File: config.mk
export PLATFORM = sky130hd
export DESIGN_NAME = inval_req_arbiter
export DESIGN_NICKNAME = d
export VERILOG_FILES = /design/src/rtl/marian_fpga_pkg.sv /design/src/rtl/inval_req_arbiter_out_reg.sv /design/src/rtl/inval_req_arbiter.sv
export SDC_FILE = /design/constraint.sdc
export NUM_CORES = 1
export LEC_CHECK = 0
export CORE_MARGIN = 1
export CORE_UTILIZATION = 36
export DETAILED_ROUTE_END_ITERATION = 7
export MAX_ROUTING_LAYER = met4
export PLACE_DENSITY = 0.81
export SKIP_LAST_GASP = 1
export SYNTH_ARGS = -nofsm -noshare
export SYNTH_HDL_FRONTEND = slang
export SYNTH_SLANG_ARGS = --single-unit
File: constraint.sdc
create_clock -name clk_i -period 2.2 [get_ports clk_i]
set_clock_uncertainty 0.1 [all_clocks]
set_input_delay 0.66 -clock clk_i [delete_from_list [all_inputs] [get_ports clk_i]]
set_output_delay 0.66 -clock clk_i [all_outputs]
set_load 0.03 [all_outputs]
File: src/rtl/marian_fpga_pkg.sv
// Shared types and helpers for the Marian FPGA glue logic.
// Holds the invalidation line type and line alignment helper.
package marian_fpga_pkg;

  localparam int unsigned InvalArbNumReq = 2;
  localparam int unsigned InvalAddrWidth = 64;

  typedef logic [InvalAddrWidth-1:0] inval_line_t;

  function automatic inval_line_t line_align(
    input inval_line_t addr,
    input int unsigned line_width
  );
    inval_line_t mask;
    mask = inval_line_t'(line_width) - inval_line_t'(1);
    return addr & ~mask;
  endfunction

endpackage

File: src/rtl/inval_req_arbiter_out_reg.sv
// One-entry output register for the L1 invalidation port.
// Loads when empty or draining in the same cycle.
module inval_out_reg
  import marian_fpga_pkg::*;
#(
  parameter int unsigned AddrWidth = 64
) (
  input  logic                 clk_i,
  input  logic                 rst_i,
  input  logic                 load_i,
  input  logic [AddrWidth-1:0] addr_i,
  output logic                 can_load_o,
  output logic                 valid_o,
  output logic [AddrWidth-1:0] addr_o,
  input  logic                 ready_i
);

  logic                 valid_q, valid_d;
  logic [AddrWidth-1:0] addr_q, addr_d;

  assign can_load_o = !valid_q || ready_i;
  assign valid_o    = valid_q;
  assign addr_o     = addr_q;

  always_comb begin
    valid_d = valid_q;
    addr_d  = addr_q;
    if (load_i) begin
      valid_d = 1'b1;
      addr_d  = addr_i;
    end else if (ready_i) begin
      valid_d = 1'b0;
    end
  end

  always_ff @(posedge clk_i) begin
    if (rst_i) begin
      valid_q <= 1'b0;
      addr_q  <= '0;
    end else begin
      valid_q <= valid_d;
      addr_q  <= addr_d;
    end
  end

endmodule

File: src/rtl/inval_req_arbiter.sv
// Round-robin arbiter sharing the L1 invalidation port.
// Optional INVAL_ARB_MERGE_EN drops requests hitting the held line.
module inval_req_arbiter
  import marian_fpga_pkg::*;
#(
  parameter int unsigned NumReq      = InvalArbNumReq,
  parameter int unsigned AddrWidth   = 64,
  parameter int unsigned L1LineWidth = 16
) (
  input  logic                              clk_i,
  input  logic                              rst_i,
  input  logic                              en_i,
  input  logic [NumReq-1:0][AddrWidth-1:0]  req_addr_i,
  input  logic [NumReq-1:0]                 req_valid_i,
  output logic [NumReq-1:0]                 req_ready_o,
  output logic [AddrWidth-1:0]              inval_addr_o,
  output logic                              inval_valid_o,
  input  logic                              inval_ready_i,
`ifdef INVAL_ARB_MERGE_EN
  output logic [31:0]                       merge_cnt_o,
`endif
  output logic                              busy_o
);

  localparam int unsigned PtrW = (NumReq > 1) ? $clog2(NumReq) : 1;
  localparam logic [PtrW:0] NumReqW = (PtrW+1)'(NumReq);

  logic [PtrW-1:0]      ptr_q;
  logic [PtrW-1:0]      win;
  logic                 found;
  logic [AddrWidth-1:0] win_addr;
  logic [AddrWidth-1:0] win_line;
  inval_line_t          aligned_full;
  logic                 can_load;
  logic                 grant;
  logic                 load;
  logic                 merge_hit;

  always_comb begin
    logic [PtrW:0] idx;
    found = 1'b0;
    win   = '0;
    idx   = '0;
    for (int i = 0; i < int'(NumReq); i++) begin
      idx = {1'b0, ptr_q} + (PtrW+1)'(i);
      if (idx >= NumReqW) idx = idx - NumReqW;
      if (!found && req_valid_i[idx[PtrW-1:0]]) begin
        found = 1'b1;
        win   = idx[PtrW-1:0];
      end
    end
  end

  assign win_addr     = req_addr_i[win];
  assign aligned_full = line_align(inval_line_t'(win_addr), L1LineWidth);
  assign win_line     = aligned_full[AddrWidth-1:0];

`ifdef INVAL_ARB_MERGE_EN
  logic [31:0] merge_cnt_q, merge_cnt_d;

  // Same line already pending: grant the source but keep the held entry.
  assign merge_hit = inval_valid_o && !inval_ready_i
                   && (win_line == inval_addr_o);

  always_comb begin
    merge_cnt_d = merge_cnt_q;
    if (grant && merge_hit && (merge_cnt_q != 32'hFFFF_FFFF))
      merge_cnt_d = merge_cnt_q + 32'd1;
  end

  always_ff @(posedge clk_i) begin
    if (rst_i) merge_cnt_q <= '0;
    else       merge_cnt_q <= merge_cnt_d;
  end

  assign merge_cnt_o = merge_cnt_q;
`else
  assign merge_hit = 1'b0;
`endif

  assign grant = en_i && !rst_i && found && (can_load || merge_hit);
  assign load  = grant && !merge_hit;

  always_comb begin
    req_ready_o = '0;
    if (grant) req_ready_o[win] = 1'b1;
  end

  generate
    if (NumReq == 1) begin : g_single
      assign ptr_q = '0;
    end else begin : g_rr
      logic [PtrW-1:0] ptr_r, ptr_d;

      always_comb begin
        ptr_d = ptr_r;
        if (grant) begin
          if ({1'b0, win} == NumReqW - (PtrW+1)'(1)) ptr_d = '0;
          else                                        ptr_d = win + PtrW'(1);
        end
      end

      always_ff @(posedge clk_i) begin
        if (rst_i) ptr_r <= '0;
        else       ptr_r <= ptr_d;
      end

      assign ptr_q = ptr_r;
    end
  endgenerate

  inval_out_reg #(
    .AddrWidth (AddrWidth)
  ) u_out_reg (
    .clk_i      (clk_i),
    .rst_i      (rst_i),
    .load_i     (load),
    .addr_i     (win_line),
    .can_load_o (can_load),
    .valid_o    (inval_valid_o),
    .addr_o     (inval_addr_o),
    .ready_i    (inval_ready_i)
  );

  assign busy_o = inval_valid_o;

endmodule
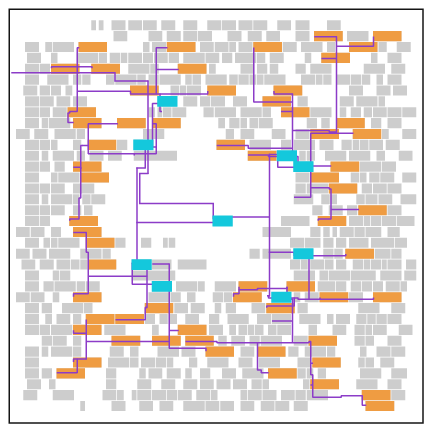
(routed clock nets over the placement)
(4 px per um)
legend:
  clock wires:
    colour: purple
    length: 908 um
  clock drivers:
    colour: cyan
    count: 9
  flip-flops:
    colour: orange
    count: 62
flops lie: all over the die

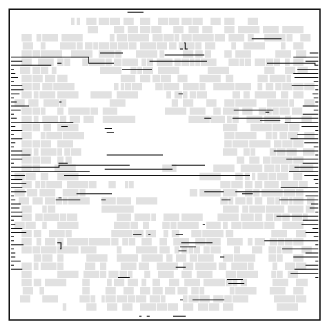
(M3 wires)
(3 px per um) Cells faint in the background.
share of all routed wire: 7.3%
longest straight run: 61.6 um
main direction: horizontal
nets with wire on the layer: 130

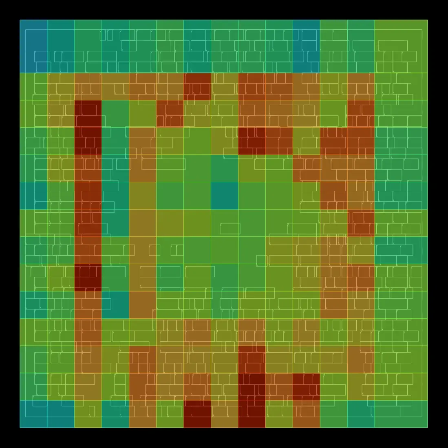
(track usage over the die)
busiest metal layer after global routing: met2
drt wl/cell: 18.3 um

==> flow_summary_export.csv <==
group,metric,value,unit
sta,finalSetupViolations,0,
critical_path,cp_max_fo,2,
finish,seq_share,0.210,
sta,maxSlewViolCount,0,
synth,ys_async_sr_fraction,0,
synth,edf_count,0,
floorplanning,die_y,103,um
finish,clk_share,0.0396,
sta,period_needed,2.14,ns
synth,numSynthFlops,62,
finish,register_area,1240,um^2
sta,max_freq,0.467,GHz
sta,hold_viol_final,0,
sta,fin_setup_tns,0,ns
finish,n_clock_buffer,13,
run_status,status,"finished clean",
finish,nFillCells,877,
route,postRouteAntennaNets,0,
synth,yosys_cells,382,
placement,gp_congestion,0.764,
synth,netlist.area_leader.share,0.337,
finish,comb_area,2160,um^2
finish,final_nets,675,
grt,grt_pass1_wl,18400,um
critical_path,cp_top_family,"buffers and inverters",
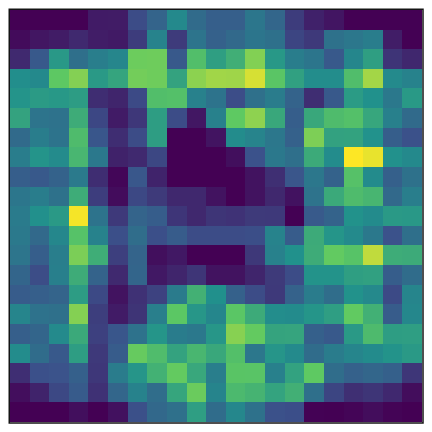
(wiring heat map)
(4 px per um) The die is cut into 21 by 21 equal tiles; dark purple is low, yellow is high, scaled to the fullest tile. Values are wire area over tile area, all layers added.
emptiest ninth of the die: middle
tiles over half the peak: 29%
nearly empty tiles: 7.5%

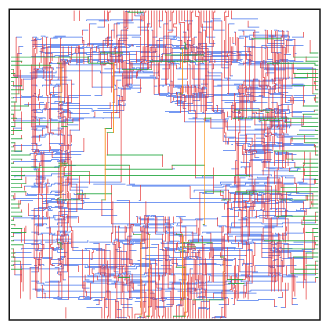
(routed metal, one colour a layer)
(3 px per um)
legend:
  metal 3:
    colour: green
    wire_length: 914 um
  metal 1:
    colour: blue
    wire_length: 5,410 um
  metal 2:
    colour: red
    wire_length: 5,910 um
  metal 4:
    colour: orange
    wire_length: 229 um

## kinds of logic (layout without fill, tap and decap cells)
| family | count (synthesis) | after routing | synth area share |
|---|---|---|---|
| and+or+nand+nor | 67 | 67 | 0.133 |
| other | 1 | 5 | 0.00102 |
| DFF | 62 | 62 | 0.337 |
| buffers and inverters | 68 | 229 | 0.0935 |
| AOI/OAI and AO/OA | 184 | 184 | 0.435 |
## what timing repair did
| item | 4_1_cts | 5_1_grt |
|---|---|---|
| pin swaps | 3 | 1 |
| setup endpoints to repair | 2 | 3 |
| resized | 13 | 2 |
| buffers inserted | 2 | 1 |
## per-stage QoR
stage	cells	util	setup slack (ns)
detailed placement	660	0.573	-0.313
finish	680	0.602	0.0598
global route	679	0.601	0.00600
CTS	678	0.601	-0.00856
global placement	660	0.573	-0.288
floorplan	385	-	-0.0427
